**Run 1: gate-type map**

Scale bar: 50 um.
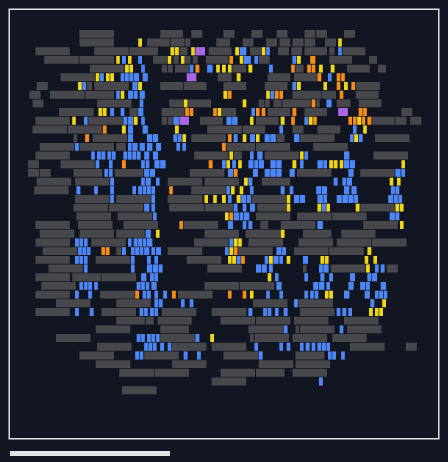
**Run 1: track usage over the die**

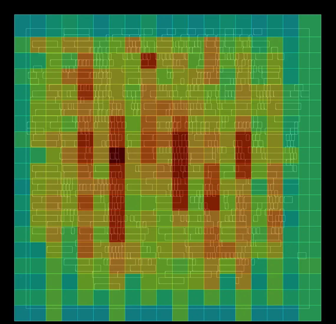
**Run 1: routed clock nets over the placement**

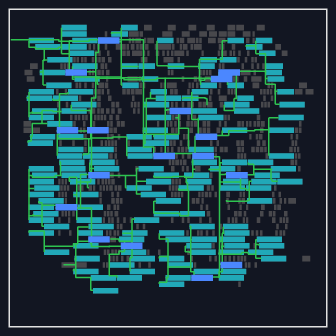
Design uart_tx_feeder_flat, sky130hd; sources not shown.
==> impl_metrics.ini, run 1 <==
; synthesis and place-and-route metrics
[placement]
numPortBuffers = 29
place_congestion = 0.9317
place_hpwl_mm = 9.704

[min_path]
hold_path_depth = 2

[cells_and_area]
final_cell_mix = nand2_1 (213), edfxtp_1 (128), inv_1 (98)
n_fill_cell = 1362
antenna_cells = 0

[clock_tree]
cts_hold_buf = 0
clockBufferDepth = 2
cts_tree = done
cts.sinks = 153
htree_levels = 4
cts_resized = 0

[critical_path]
cpMostUsedCell = inv_1
cp_data_arrival_time_ns = 1.86
cp.required_ns = 5.29
crit_chain = inv_1 > ha_1 > nand4_1 > inv_1 > nand2_1 > clkdlybuf4s50_1

[die]
initCoreUtil = 0.4361
die_x_um = 133.9
io_pins = 30

[global_routing]
antenna_found_initial = 0
grt_pass1_vias = 4379
grt_usage = 0.1767
grt_pass1_wl_mm = 23.60

[sta]
drv_slew = 0
finalSetupViolCount = 0
hold_violations = 0
relSlewSlack = 0.3072

[power]
seq_power_share = 0.403
leakage_nw = 3.147
switching_share = 0.3337

[routing]
wl_mm = 14.96
wire_per_inst_um = 16.81
dr.pass1.iters = 6
vias = 4512

[synth]
yosys_cells = 666
synthAoiAreaFrac = 0.01061
synth_area_mm2 = 0.006605
area_leaders = edfxtp_1 (58%), nand2_1 (12%), dfxtp_1 (7.6%), nand3_1 (7.0%), inv_1 (5.6%)
ys_types = 22
adder_share = 0.02197
xor_area_frac = 0.005304
yosysTopAreaCellShare = 0.5819

[status]
status = finished, final reports clean
-- 'gate-type map' (at the start) --
[blue] NAND gates | cells: 308 | most used: nand2_1
[purple] XOR/XNOR gates | cells: 4 | where: north
[yellow] inverters | cells: 102 | most used: inv_1
[orange] NOR gates | cells: 48 | most used: nor2_1
logic share of the area: 0.2274
Commonest Layout Cell: nand2_1
non-filler cells, final: 890

-- 'track usage over the die' (at the start) --
met3 Use GR: 0.03526
GRT busiest layer: met2

-- 'routed clock nets over the placement' (at the start) --
[cyan] flip-flops | count: 153
[green] clock wires | length: 1710 um
[blue] cells driving clock nets | count: 17
routed clock nets: 18
clock network fraction of design power: 0.305
Clk. pwr: 0.855 mW
clk latency late pin: 0.42 ns

## run 1: cells by family (layout without fill, tap and decap cells)
| kind of cell | after synthesis | count (layout) |
|---|---|---|
| and+or+nand+nor | 356 | 356 |
| adders and majority gates | 11 | 11 |
| buffers and inverters | 129 | 165 |
| DFF | 153 | 153 |
| AOI/OAI and AO/OA | 13 | 13 |
| xor gates and xnor gates | 4 | 4 |
## run 1: stage by stage
stage,hold WS [ns],worst slack (ns),util,instance area (um^2),instances
after detailed placement,0.3193,3.190,0.4607,6978,858
after floorplan,0.3313,3.818,-,6605,666
after global placement,0.3024,3.232,0.4607,6978,858
after CTS,0.3331,3.419,0.4962,7516,890
after global routing,0.3557,3.309,0.4962,7516,890
final,0.3287,3.428,0.4962,7516,890
## run 1: power by group through the flow
stage          Clock (mW)  Sequential [mW]  Combinational, mW
3_3_place_gp            0             1.15              0.812
4_1_cts             0.868             1.13              0.829
2_1_floorplan           0             1.16              0.578
5_1_grt             0.913             1.14              0.932
6_report            0.855             1.13              0.821
3_5_place_dp            0             1.15              0.824
## run 1: layout make-up
type | instances | area (um^2) | share of cell area
Clock buffer | 18 | 429.2 | 0.05710
Clock inverter | 14 | 108.9 | 0.01448
Inverter | 102 | 382.9 | 0.05094
Multi-Input combinational cell | 384 | 1709 | 0.2274
Sequential cell | 153 | 4345 | 0.5782
Tap cell | 188 | 235.2 | 0.03130
Timing Repair Buffer | 31 | 305.3 | 0.04062
## run 1: cell usage after synthesis (all sizes together), types with 2 or more instances
cell type and instances:
nor2 47, clkbuf 2, nand3 93, nand4 2
xnor2 2, edfxtp 128, nand2 213, dfxtp 25
o21ai 4, a21oi 7, inv 101, ha 10
buf 25, xor2 2
## run 1: metal layers
layer  part of all wire  track usage  up-vias
met5                  0            0        -
met3              0.062      0.03526       35
li1                   -            -     2190
met4              0.028      0.08000        0
met2               0.46       0.2687      150
met1               0.45       0.2461     2137
## run 1: worst max-delay path: cells and delay by family, from the launching register on
family / cells / cell delay [ns]
adder cells (fa/ha/maj): 1 / 0.21
buffers and inverters: 3 / 0.66
flip-flops: 1 / 0.37
AND/OR/NAND/NOR: 2 / 0.20
==> inputs of run 2 (changes only) <==
==> constraint.sdc (replaced) <==
create_clock -name clk -period 3.5 [get_ports clk]
set_clock_uncertainty 0.15 [all_clocks]
set_input_delay 0.7 -clock clk [delete_from_list [all_inputs] [get_ports clk]]
set_output_delay 0.7 -clock clk [all_outputs]
set_load 0.01 [all_outputs]
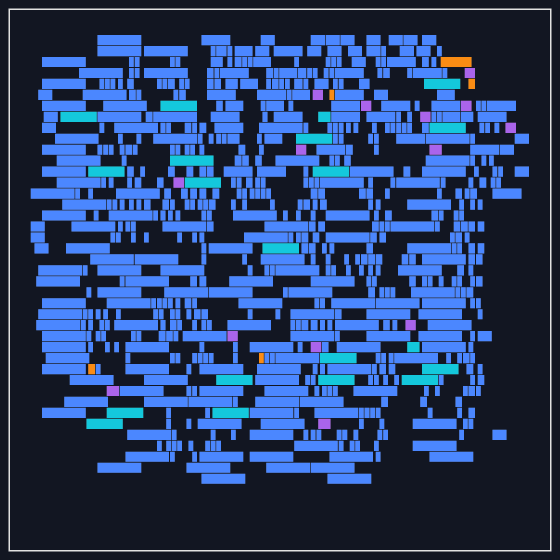
**Above:** run 2 (drive-strength map).
[cyan] drive 6 and up | cells: 20 | share: 2.8%
[blue] drive 1 or less | cells: 666 | share: 94%
[purple] drive 3 to 4 | cells: 14 | share: 2.0%
[orange] drive 2 | cells: 5 | share: 0.71%
Setup WS post-layout: 0.8498 ns
Layout area overhead: 14.43%

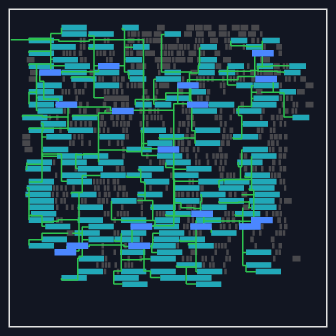
**Above:** run 2 (routed clock nets over the placement).
[cyan] flip-flops | count: 153
[green] clock wires | length: 1750 um
[blue] cells driving clock nets | count: 17
flops lie: widely spread
clock network fraction of design power: 0.310
Clk. pwr: 1.72 mW

==> impl_metrics.ini, run 2 <==
; synthesis and place-and-route metrics
[routing]
wire_per_inst_um = 16.81
dr_wl_met2_mm = 7.121
wl_mm = 15.01
top_layer = met4
met3_length_um = 699
m1WireLength_mm = 6.947
dr.pass1.iters = 6
vias = 4493
postRouteAntennaNets = 0

[critical_path]
cpMostUsedCell = inv_1
cp_num_cells = 6
crit_chain = inv_1 > ha_1 > nand4_1 > inv_1 > nand2_1 > clkdlybuf4s50_1
cp_data_arrival_time_ns = 1.80
cp_top_family = buffers and inverters
cp.required_ns = 2.65

[cells_and_area]
seq_area_mm2 = 0.004345
final_cell_mix = nand2_1 (213), edfxtp_1 (128), inv_1 (98)
n_fill_cell = 1377
fin_cells = 893
logic_area_mm2 = 0.001709
lay_top_count = nand2_1
antenna_cells = 0

[global_routing]
grt_usage = 0.1766
grt_pass1_wl_mm = 23.67
antenna_found_initial = 0
grt_pass1_vias = 4416

[clock_tree]
cts_tree = done
cts_resized = 0
clockBufferDepth = 2
clock_latency_ns = 0.42
htree_levels = 4
cts_hold_buf = 0

[synth]
yosysTopAreaCellShare = 0.5819
synthAoiAreaFrac = 0.01061
synth_top_cell_by_count = nand2_1
synth_seq_share = 0.6577
ys_sh_mux = 0
ys_types = 22
xor_area_frac = 0.005304
synth_area_mm2 = 0.006605
adder_share = 0.02197
area_leaders = edfxtp_1 (58%), nand2_1 (12%), dfxtp_1 (7.6%), nand3_1 (7.0%), inv_1 (5.6%)
yosys_cells = 666
async_flop_share = 0
synthTopCellsByCount = nand2_1 (213), edfxtp_1 (128), inv_1 (98)

[power]
switching_share = 0.3361
seq_power_share = 0.396
leakage_nw = 3.171

[sta]
finalSetupViolCount = 0
rsz0062_at_grt = no
relSlewSlack = 0.4028
hold_violations = 0
drv_slew = 0

[die]
die_x_um = 133.9
io_pins = 30
initCoreUtil = 0.4361

[placement]
numPortBuffers = 29
place_ws_ns = 0.4841
place_congestion = 0.9118
place_hpwl_mm = 9.760

[min_path]
hold_path_depth = 2

[status]
status = finished, final reports clean
-- run 2: cell count changes in the layout (fill, tap and decap cells not counted) --
cell      change
clkinv_1      -4
buf_4         +3
clkinv_4      +2
inv_6         +2
clkbuf_1      +1
inv_2         -1
-- run 2: through the flow --
step | util | area, um^2 | power (mW) | hold slack [ns]
2_1_floorplan | - | 6605 | 3.367 | 0.3313
3_3_place_gp | 0.4622 | 7000 | 3.829 | 0.3044
6_report | 0.4991 | 7559 | 5.526 | 0.3176
5_1_grt | 0.4991 | 7559 | 5.877 | 0.3409
3_5_place_dp | 0.4622 | 7000 | 3.861 | 0.3082
4_1_cts | 0.4990 | 7557 | 5.573 | 0.3201
-- run 2: layer usage --
metal	track usage	vias up
met3	0.04464	18
met4	0.04857	0
met5	0	-
met2	0.2805	122
met1	0.2432	2155
li1	-	2198
-- run 2: final cells by class --
cell class / count / share of cell area
clock buffers: 19 / 0.05728
clock inverters: 13 / 0.01639
inverters: 102 / 0.05082
multi-input cells: 384 / 0.2261
flip-flops and latches: 153 / 0.5749
well taps: 188 / 0.03112
repair buffers: 34 / 0.04337
-- run 2: kinds of logic (layout without fill, tap and decap cells) --
group / count (synthesis) / in the layout
fa+ha+maj: 11 / 11
simple gates: 356 / 356
flops: 153 / 153
buf+inv: 129 / 168
compound gates: 13 / 13
xor+xnor: 4 / 4
-- run 2: power by group through the flow --
stage          Sequential, mW  Clock (mW)  Combinational, mW
2_1_floorplan            2.25           0               1.12
3_3_place_gp             2.22           0               1.60
3_5_place_dp             2.23           0               1.63
4_1_cts                  2.19        1.74               1.64
5_1_grt                  2.20        1.83               1.85
6_report                 2.19        1.72               1.62
-- run 2: worst min-delay path: stages, from the launching register on --
cell	delay (ns)
dfxtp_1	0.31
nand2_1	0.06
a21oi_1	0.05
Power figures rest on the tool's default switching activity, not on a simulated workload.
